<file path="src/rtl/lift_disp_pkg.sv">
// Shared glyph codes and active-low segment patterns (a..g = [6:0]) for the lift panel display.
package lift_disp_pkg;

    typedef logic [3:0] glyph_t;

    localparam glyph_t DN_A  = 4'd0;
    localparam glyph_t DN_B  = 4'd1;
    localparam glyph_t UP_A  = 4'd2;
    localparam glyph_t UP_B  = 4'd3;
    localparam glyph_t FLR0  = 4'd4;
    localparam glyph_t FLR1  = 4'd5;
    localparam glyph_t FLR2  = 4'd6;
    localparam glyph_t FLR3  = 4'd7;
    localparam glyph_t FLR4  = 4'd8;
    localparam glyph_t ALARM = 4'd9;
    localparam glyph_t OFF   = 4'd10;

    localparam logic [6:0] SEG_DN_A  = 7'b1110011;
    localparam logic [6:0] SEG_DN_B  = 7'b1111100;
    localparam logic [6:0] SEG_UP_A  = 7'b1101110;
    localparam logic [6:0] SEG_UP_B  = 7'b0011111;
    localparam logic [6:0] SEG_FLR0  = 7'b0000001;
    localparam logic [6:0] SEG_FLR1  = 7'b1001111;
    localparam logic [6:0] SEG_FLR2  = 7'b0010010;
    localparam logic [6:0] SEG_FLR3  = 7'b0000110;
    localparam logic [6:0] SEG_FLR4  = 7'b1001100;
    localparam logic [6:0] SEG_ALARM = 7'b0110000;
    localparam logic [6:0] SEG_OFF   = 7'b1111111;

endpackage

</file>
<file path="src/rtl/lift_glyph_rom.sv">
// Combinational glyph code to active-low segment decode; unused codes render blank.
module lift_glyph_rom
    import lift_disp_pkg::*;
(
    input  glyph_t     code_i,
    output logic [6:0] seg_o
);

    always_comb begin
        seg_o = SEG_OFF;
        case (code_i)
            DN_A:    seg_o = SEG_DN_A;
            DN_B:    seg_o = SEG_DN_B;
            UP_A:    seg_o = SEG_UP_A;
            UP_B:    seg_o = SEG_UP_B;
            FLR0:    seg_o = SEG_FLR0;
            FLR1:    seg_o = SEG_FLR1;
            FLR2:    seg_o = SEG_FLR2;
            FLR3:    seg_o = SEG_FLR3;
            FLR4:    seg_o = SEG_FLR4;
            ALARM:   seg_o = SEG_ALARM;
            default: seg_o = SEG_OFF;
        endcase
    end

endmodule

</file>
<file path="src/rtl/lift_disp_scan.sv">
// Time-multiplexed seven-segment scanner with anti-ghost blanking and alarm blink.
// Define LIFT_DISP_DIM_EN to add the 3-bit bright input for per-slot anode dimming.
module lift_disp_scan
    import lift_disp_pkg::*;
#(
    parameter int N_DIGITS       = 4,
    parameter int SLOT_CYC       = 25000,
    parameter int BLANK_CYC      = 2,
    parameter int BLINK_HALF_CYC = 25000000
) (
    input  logic                  clk,
    input  logic                  rst,
    input  logic [4*N_DIGITS-1:0] code_in,
    input  logic                  load,
`ifdef LIFT_DISP_DIM_EN
    input  logic [2:0]            bright,
`endif
    output logic [6:0]            seg,
    output logic [N_DIGITS-1:0]   an
);

    localparam int SW = (SLOT_CYC > 1) ? $clog2(SLOT_CYC) : 1;
    localparam int IW = (N_DIGITS > 1) ? $clog2(N_DIGITS) : 1;
    localparam int BW = (BLINK_HALF_CYC > 1) ? $clog2(BLINK_HALF_CYC) : 1;

    localparam logic [SW-1:0] SLOT_LAST  = SW'(SLOT_CYC - 1);
    localparam logic [SW-1:0] BLANK_END  = SW'(BLANK_CYC);
    localparam logic [IW-1:0] IDX_LAST   = IW'(N_DIGITS - 1);
    localparam logic [BW-1:0] BLINK_LAST = BW'(BLINK_HALF_CYC - 1);

    logic [SW-1:0]       slot_q, slot_d;
    logic [IW-1:0]       idx_q, idx_d;
    logic [BW-1:0]       blink_cnt_q, blink_cnt_d;
    logic                hidden_q, hidden_d;
    glyph_t              shadow_q [N_DIGITS];
    glyph_t              shadow_d [N_DIGITS];
    glyph_t              code_q, code_d;
    logic [6:0]          seg_q, seg_d, rom_seg;
    logic [N_DIGITS-1:0] an_q, an_d;
    logic                slot_start, blanking, anode_on;

    assign slot_start = (slot_q == '0);
    assign blanking   = (slot_q < BLANK_END);
    // The slot's glyph is taken from shadow only at slot start, so a load never tears a slot.
    assign code_d     = slot_start ? shadow_q[idx_q] : code_q;

    lift_glyph_rom u_rom (
        .code_i (code_d),
        .seg_o  (rom_seg)
    );

`ifdef LIFT_DISP_DIM_EN
    logic [2:0]  bright_q, bright_d;
    logic [31:0] post_off, sub_phase;

    // Post-blank time is scaled into 8 sub-phases; the anode is lit for sub-phases 0..bright.
    always_comb begin
        bright_d  = slot_start ? bright : bright_q;
        post_off  = 32'(slot_q) - 32'(BLANK_CYC);
        sub_phase = (post_off * 32'd8) / 32'(SLOT_CYC - BLANK_CYC);
        anode_on  = !blanking && (sub_phase <= 32'(bright_d));
    end

    always_ff @(posedge clk or posedge rst) begin
        if (rst) bright_q <= 3'd7;
        else     bright_q <= bright_d;
    end
`else
    assign anode_on = !blanking;
`endif

    always_comb begin
        slot_d = slot_q + 1'b1;
        idx_d  = idx_q;
        if (slot_q == SLOT_LAST) begin
            slot_d = '0;
            idx_d  = (idx_q == IDX_LAST) ? '0 : idx_q + 1'b1;
        end

        blink_cnt_d = blink_cnt_q + 1'b1;
        hidden_d    = hidden_q;
        if (blink_cnt_q == BLINK_LAST) begin
            blink_cnt_d = '0;
            hidden_d    = ~hidden_q;
        end

        for (int unsigned k = 0; k < N_DIGITS; k++) begin
            shadow_d[k] = load ? code_in[4*k +: 4] : shadow_q[k];
        end

        seg_d = (hidden_q && (code_d == ALARM)) ? SEG_OFF : rom_seg;

        an_d = '1;
        if (anode_on) an_d[idx_q] = 1'b0;
    end

    always_ff @(posedge clk or posedge rst) begin
        if (rst) begin
            slot_q      <= '0;
            idx_q       <= '0;
            blink_cnt_q <= '0;
            hidden_q    <= 1'b0;
            code_q      <= OFF;
            seg_q       <= SEG_OFF;
            an_q        <= '1;
            for (int unsigned k = 0; k < N_DIGITS; k++) shadow_q[k] <= OFF;
        end else begin
            slot_q      <= slot_d;
            idx_q       <= idx_d;
            blink_cnt_q <= blink_cnt_d;
            hidden_q    <= hidden_d;
            code_q      <= code_d;
            seg_q       <= seg_d;
            an_q        <= an_d;
            for (int unsigned k = 0; k < N_DIGITS; k++) shadow_q[k] <= shadow_d[k];
        end
    end

    assign seg = seg_q;
    assign an  = an_q;

endmodule

</file>
<file path="config.mk">
export PLATFORM = sky130hd
export DESIGN_NAME = lift_disp_scan
export DESIGN_NICKNAME = d
export VERILOG_FILES = /design/src/rtl/lift_disp_pkg.sv /design/src/rtl/lift_glyph_rom.sv /design/src/rtl/lift_disp_scan.sv
export SDC_FILE = /design/constraint.sdc
export NUM_CORES = 1
export LEC_CHECK = 0
export CORE_MARGIN = 2
export CORE_UTILIZATION = 60
export CTS_BUF_LIST = sky130_fd_sc_hd__clkbuf_2
export DETAILED_ROUTE_END_ITERATION = 7
export PLACE_DENSITY_LB_ADDON = 0.1
export RECOVER_POWER = 100
export SETUP_SLACK_MARGIN = 0.5
export SKIP_CTS_REPAIR_TIMING = 1
export SLEW_MARGIN = 20
export SYNTH_ARGS = -nofsm -noshare
export SYNTH_HDL_FRONTEND = slang
export SYNTH_SLANG_ARGS = --single-unit
</file>
<file path="constraint.sdc">
create_clock -name clk -period 3.7 [get_ports clk]
set_input_delay 0.74 -clock clk [delete_from_list [all_inputs] [get_ports clk]]
set_output_delay 0.74 -clock clk [all_outputs]
set_load 0.1 [all_outputs]
</file>
Fig. 1: run 1, port wiring
Scale: 4 px per um.
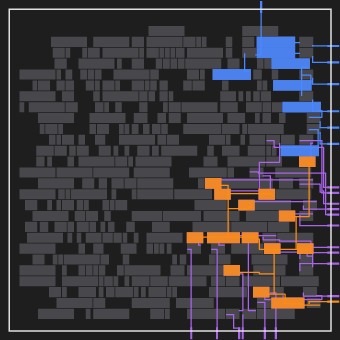
legend:
  orange:
    port: load
    direction: input
    edge: east
    end_cells: 16
    buffers: 1
    wire: 133 um
  blue:
    port: seg
    direction: output
    edge: 6 east, 1 north
    end_cells: 7
    buffers: 7
    wire: 76.6 um
  purple:
    port: code_in
    direction: input
    edge: 10 east, 6 south
    end_cells: 16
    buffers: 16
    wire: 384 um

Fig. 2: run 1, routed metal, one color a layer
Scale: 8 px per um. Two of the layers only.
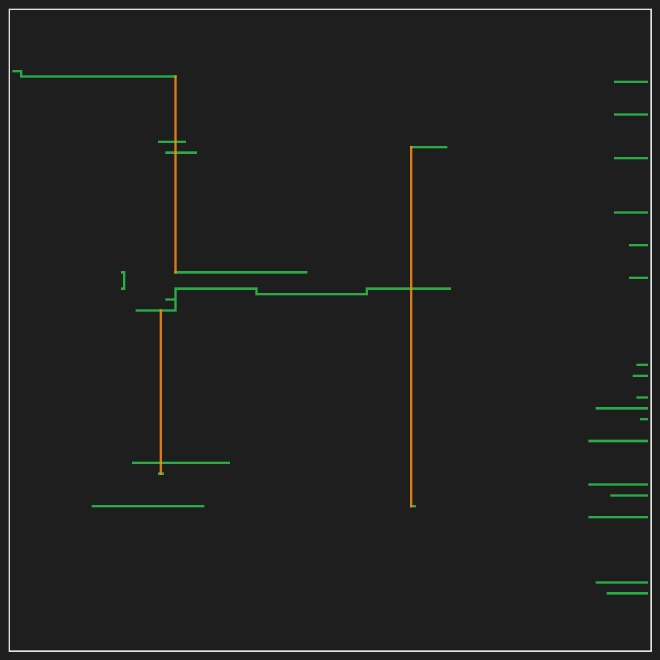
legend:
  green:
    layer: metal 3
    wire_length: 189 um
  orange:
    layer: metal 4
    wire_length: 89.8 um

Fig. 3: run 1, signal wires on met2
Scale: 4 px per um.
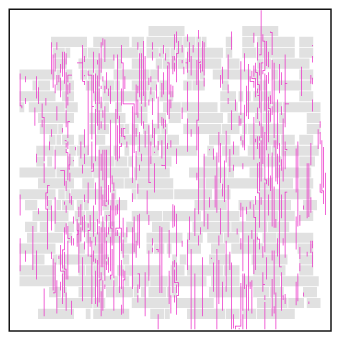
share of all routed wire: 48%
wire length on this layer: 2850 um
nets with wire on the layer: 310
main direction: vertical
longest straight run: 25.5 um

Fig. 4: run 1, clock routing
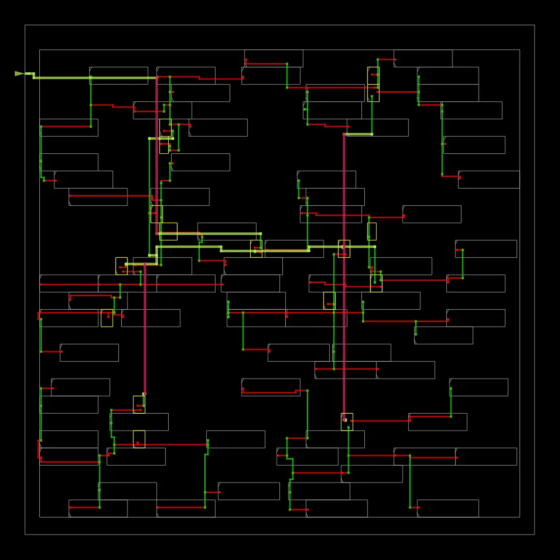
clock buffer count: 12
clk_skew: 0.0225 ns
registers: 74
Clk. pwr: 353 uW
Late-Pin Clk Latency: 0.49 ns

==> results.cfg, run 1 <==
; implementation run metrics
[finish]
num-nets-final = 363
fillers = 420
regArea_mm2 = 0.00188
drive_gt1_frac = 0.190
utilization = 0.703
layout_top_cell = dfrtp_1
layout.area.comb_mm2 = 0.00150
lay_top_cells = dfrtp_1 (53), nor2_1 (33), nand2_1 (21), dfstp_2 (21)
antenna_cells = 0
area_delta_synth_final_pct = 12.2

[synth]
yosys.stat.seqShare = 0.541
synth-edff-count = 0
ys.warnings.count = 0
yosys_area_mm2 = 0.00347
ys_sh_adder = 0.0433
netlist_instances = 297
ff_type = dfrtp_1
xor_area_frac = 0.0908
floorplan.nets = 328
synthArstFlopShare = 1.00
synthSimpleGateAreaFrac = 0.172
muxShareOfSynthArea = 0.111
ys_cells = 297
netlist_area_mm2 = 0.00347
synth_flops = 74
top_logic_kind = simple AND/OR/NAND/NOR gates
post_synth_num_cell_types = 42

[worst_hold_path]
hold_class = reg -> reg
holdPathStages = 1
hold_path_end = slot_q[0]$_DFF_PP0_
worstHoldStart = slot_q[0]$_DFF_PP0_

[clock_tree]
clk_pin_slew_ns = 0.20
cts_tree = built
numCtsBuffers = 9
htree_levels = 3
clock_sinks = 74
cts_buffer_depth = 2
root_buffer = clkbuf_2

[placed_design]
io_buffers = 29
dpl.hpwl_um = 4250
place_congestion = 0.786

[setup_path]
worstSetupPathType = reg -> reg
startpoint_type = register
crit_fanout = 11
r2r-end = seg[3]$_DFF_PP1_
end_kind = register
cp.required_ns = 4.10
cp.arrival_ns = 3.56
rrSetupSlack_ns = 0.54

[power_and_ir_drop]
power-per-cell-area_mw_per_mm2 = 354
leakagePower_nw = 1.68
power_frac_clock = 0.256
p_sw_frac = 0.273
p_comb_frac = 0.119
seqPwrFrac = 0.625

[floorplan]
coreArea_mm2 = 0.00554
die_height_um = 80.1
num_io_pins = 30
die_area_mm2 = 0.00641
rows = 27
die_w_um = 80.1
fp_util = 0.626

[final_timing]
period_minus_slack_ns = 3.16
rsz0062_at_grt = no
slew_viol_final = 0
setup_viol = 0
hold_viol = 0
tightest_slew_ns = 1.19
max_freq_mhz = 317
hold-worst-slack_ns = 0.483

[routing]
totalWireLength_um = 5980
avgRoutedWirePerCell_um = 14.6
ant_nets = 0
avgViaCountPerCell = 5.50
drc_errors = 0
vias = 2248
drt-initial-drc-count = 97
first_pass_iters = 5

[flow_run]
warning_count = 34
maxCapViolCount = 0

[global_routing]
grt-ovfl-total = 0
grt_start_max_net_pins = 43
grt_usage = 0.212
antenna_found_initial = 0
grt_pass1_wl_um = 10300
grt_pass1_vias = 2244

[status]
status = completed
[run 1: layer usage]
layer | vias up | track usage | part of all wire
met5 | - | 0 | 0
met1 | 1114 | 0.280 | 0.48
met2 | 37 | 0.345 | 0.48
met4 | 0 | 0.0932 | 0.015
li1 | 1090 | - | -
met3 | 7 | 0.0371 | 0.031
[run 1: worst max path at each step]
stage                  endpoint                start
2_1_floorplan  seg[0]$_DFF_PP1_  slot_q[5]$_DFF_PP0_
3_3_place_gp   seg[0]$_DFF_PP1_  slot_q[5]$_DFF_PP0_
3_5_place_dp   seg[0]$_DFF_PP1_  slot_q[5]$_DFF_PP0_
4_1_cts        seg[0]$_DFF_PP1_  slot_q[5]$_DFF_PP0_
5_1_grt        seg[3]$_DFF_PP1_  slot_q[5]$_DFF_PP0_
6_report       seg[3]$_DFF_PP1_  slot_q[5]$_DFF_PP0_
[run 1: worst max-delay path, cell delays in order, from the launching register on]
cell and delay, ns:
dfrtp_1 0.48, or4_1 0.62, nor4_4 0.51, mux2_1 0.53, inv_1 0.13, ha_1 0.21
inv_1 0.07, nor4_1 0.44, a21oi_1 0.09
[run 1: cell families (layout without fill, tap and decap cells)]
logic type      after synthesis  after routing
compound gates               12             12
xor+xnor                     36             36
fa+ha+maj                    12             12
buf+inv                      19             59
flops                        74             74
mux                          30             30
simple gates                114            114
[run 1: cell type report]
cell class,count,share of cell area
Clock buffer,12,0.0154
Clock inverter,4,0.00514
Inverter,12,0.0116
Timing Repair Buffer,31,0.0768
Multi-Input combinational cell,204,0.386
Tap cell,72,0.0231
Sequential cell,74,0.482
[run 1: synthesized netlist by cell type, types with 5 or more instances]
cell type / instances / share of area
dfrtp_1: 53 / 0.38
nor2_1: 33 / 0.036
dfstp_2: 21 / 0.16
mux2_2: 21 / 0.068
nand2_1: 21 / 0.023
xor2_1: 20 / 0.050
nand3_1: 16 / 0.023
xnor2_1: 16 / 0.040
ha_1: 12 / 0.043
inv_1: 11 / 0.012
nand4_1: 9 / 0.016
nor3_1: 8 / 0.012
clkbuf_1: 5 / 0.0054
[run 1: power by group through the flow]
stage          Sequential (mW)  Clock, mW  Combinational [mW]
2_1_floorplan            0.934          0              0.0631
3_3_place_gp             0.874          0               0.171
3_5_place_dp             0.876          0               0.173
4_1_cts                  0.862      0.368               0.174
5_1_grt                  0.864      0.400               0.177
6_report                 0.860      0.353               0.165
[run 1: sequential cells by signal, indices dropped and copies added (netlist names)]
name and flops:
an 4, idx_q 2, code_q 4, shadow_q 16
seg 7, slot_q 15, hidden_q 1, blink_cnt_q 25
[run 1: metrics by stage]
stage          power [mW]  worst slack [ns]  instances  area [um2]
2_1_floorplan       0.997              1.04        297        3470
3_3_place_gp         1.05             0.806        393        3850
3_5_place_dp         1.05             0.642        393        3850
4_1_cts              1.40             0.563        409        3930
5_1_grt              1.44             0.342        409        3890
6_report             1.38             0.541        409        3890
==> run 1 -> run 2 <==
--- a/config.mk
+++ b/config.mk
@@ -5,6 +5,7 @@
 export SDC_FILE = /design/constraint.sdc
 export NUM_CORES = 1
 export LEC_CHECK = 0
+export CORE_ASPECT_RATIO = 1.25
 export CORE_MARGIN = 2
 export CORE_UTILIZATION = 60
 export CTS_BUF_LIST = sky130_fd_sc_hd__clkbuf_2
Fig. 5: run 2, close-up of the layout
Region (44, 57) to (64, 77) um. Cells in gray, sequential cells in the stronger gray; small squares are vias.
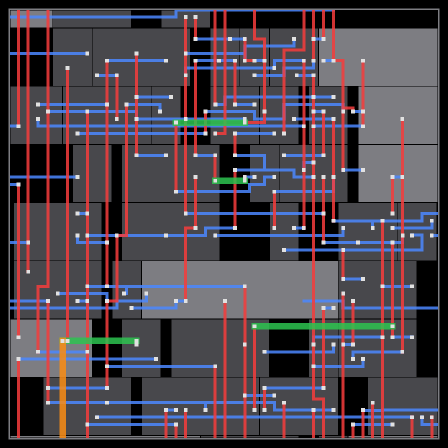
legend:
  orange:
    layer: metal 4
  blue:
    layer: metal 1
  red:
    layer: metal 2
  green:
    layer: metal 3
sequential cells in the window: 2
cells with their middle in the window: 32
netlist names of flops here include: code_q (1), seg (1)
most frequent: mux2_2 (4), ha_1 (4)

Fig. 6: run 2, routed metal, one color a layer
Scale: 6 px per um. Two of the layers only.
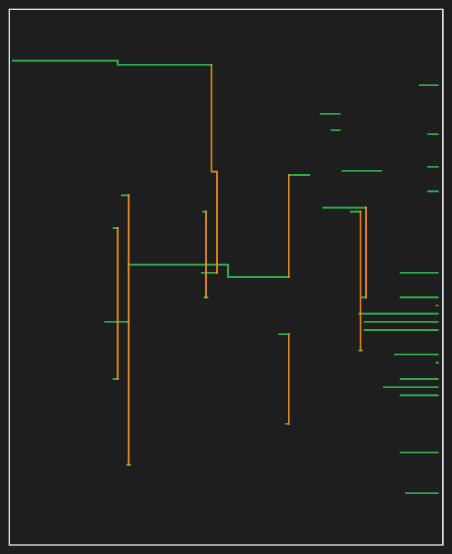
legend:
  orange:
    layer: metal 4
    wire_length: 190 um
  green:
    layer: metal 3
    wire_length: 196 um
via count of the routed design: 2232
All-Layer GR Usage: 0.216
routed len/inst: 15.4 um

==> results.cfg, run 2 <==
; implementation run metrics
[synth]
yosysMostFrequentCell = dfrtp_1
synth.top_cell.area_share = 0.382
synth_flops = 74
yosys.stat.seqShare = 0.541
ff_type = dfrtp_1
yosys_area_mm2 = 0.00347
synthTopCellsByCount = dfrtp_1 (53), nor2_1 (33), dfstp_2 (21), mux2_2 (21), nand2_1 (21)
largest_area_cell = dfrtp_1
netlist_instances = 297
netlist_area_mm2 = 0.00347
post_synth_num_cell_types = 42
top_cells_by_area = dfrtp_1 (38%), dfstp_2 (16%), mux2_2 (6.8%)
ys_cells = 297
synth-edff-count = 0

[finish]
num-nets-final = 363
largest_reg_flops = 25
drive_gt1_frac = 0.193
reg_top3 = blink_cnt_q (25), shadow_q (16), slot_q (15)
postLayoutCellArea_mm2 = 0.00396
layout_top_cell = dfrtp_1
lay_top_cells = dfrtp_1 (53), nor2_1 (33), nand2_1 (21), dfstp_2 (21)
area_delta_synth_final_pct = 14.1
max_flop_register = blink_cnt_q
antenna_cells = 0

[placed_design]
place_congestion = 0.783
io_buffers = 29
placed_area_mm2 = 0.00384
dpl.hpwl_um = 4420

[floorplan]
die_area_mm2 = 0.00641
num_io_pins = 30
coreArea_mm2 = 0.00552
fp_util = 0.629
rows = 30
die_height_um = 89.0

[flow_run]
warning_count = 34

[clock_tree]
clk_pin_slew_ns = 0.20
htree_levels = 3
numCtsBuffers = 9
cts_tree = built
clk_latency_ns = 0.50
root_buffer = clkbuf_2
cts_buffer_depth = 2

[global_routing]
grt_start_max_net_pins = 57
antenna_found_initial = 0
grt_pass1_vias = 2332
grt_pass1_wl_um = 10300

[final_timing]
hold_viol = 0
rsz0062_at_grt = no
skew_ns = 0.0271
period_minus_slack_ns = 3.05
slew_viol_final = 0
finalWorstSetupSlack_ns = 0.648
max_freq_mhz = 328
setup_viol = 0
tightest_slew_ns = 1.30

[setup_path]
crit_fanout = 11
cp.arrival_ns = 3.48
end_kind = register
cp.required_ns = 4.13
critPathLaunch = slot_q[5]$_DFF_PP0_
worstSetupPathType = reg -> reg
startpoint_type = register

[power_and_ir_drop]
total_power_mw = 1.59
leakagePower_nw = 1.71
power-per-cell-area_mw_per_mm2 = 402

[status]
status = completed

[routing]
totalWireLength_um = 6160
avgViaCountPerCell = 5.57
drc_errors = 0
drt-initial-drc-count = 102
first_pass_iters = 5
ant_nets = 0

[worst_hold_path]
worstHoldStart = slot_q[0]$_DFF_PP0_
==> run 2: where the power goes <==
group / internal (mW) / switching (mW) / total (mW)
clock network: 0.291 / 0.272 / 0.563
logic: 0.0593 / 0.106 / 0.165
registers: 0.850 / 0.0118 / 0.862
total: 1.20 / 0.390 / 1.59
==> run 2: worst max-delay path: stages, from the launching register on <==
cell and delay [ns]:
dfrtp_1 0.47, or4_1 0.61, nor4_4 0.44, mux2_1 0.52, inv_1 0.13, ha_1 0.20
inv_1 0.06, nor4_1 0.46, a21oi_1 0.11
==> run 2: through the flow <==
| step | std cells | util | hold slack [ns] |
|---|---|---|---|
| detailed placement | 385 | 0.696 | 0.460 |
| global route | 401 | 0.718 | 0.501 |
| floorplan | 297 | - | 0.432 |
| finish | 401 | 0.718 | 0.483 |
| CTS | 401 | 0.724 | 0.481 |
| global placement | 385 | 0.696 | 0.448 |
==> run 2: final timing paths <==
kind                                                 end  slack [ns]  cells past startpoint
min in group asynchronous            code_q[0]$_DFF_PP0_        0.75                      2
worst max-delay path                    seg[3]$_DFF_PP1_        0.65                      8
worst max register to register          seg[3]$_DFF_PP1_        0.65                      8
max in group asynchronous       blink_cnt_q[0]$_DFF_PP0_        1.24                      3
worst min register to register       slot_q[0]$_DFF_PP0_        0.48                      1
worst min-delay path                 slot_q[0]$_DFF_PP0_        0.48                      1
==> run 2: layout make-up <==
type / count / area [um2] / share of cell area
Clock buffer: 10 / 50.0 / 0.0126
Clock inverter: 6 / 106 / 0.0268
Inverter: 12 / 45.0 / 0.0114
Multi-Input combinational cell: 204 / 1500 / 0.379
Sequential cell: 74 / 1880 / 0.474
Tap cell: 64 / 80.1 / 0.0202
Timing Repair Buffer: 31 / 299 / 0.0755
==> run 2: logic make-up after synthesis <==
family          count (synthesis)  synth area share
compound gates                 12            0.0198
flops                          74             0.541
fa+ha+maj                      12            0.0433
xor+xnor                       36            0.0908
mux                            30             0.111
buf+inv                        19            0.0216
simple gates                  114             0.172
==> run 2: metal layers <==
metal | part of all wire | track usage | up-vias
met5 | 0 | 0 | -
met4 | 0.031 | 0.132 | 0
met3 | 0.032 | 0.0383 | 18
met2 | 0.53 | 0.388 | 41
met1 | 0.41 | 0.238 | 1078
li1 | - | - | 1095
Power is estimated from default activity; no workload was simulated.
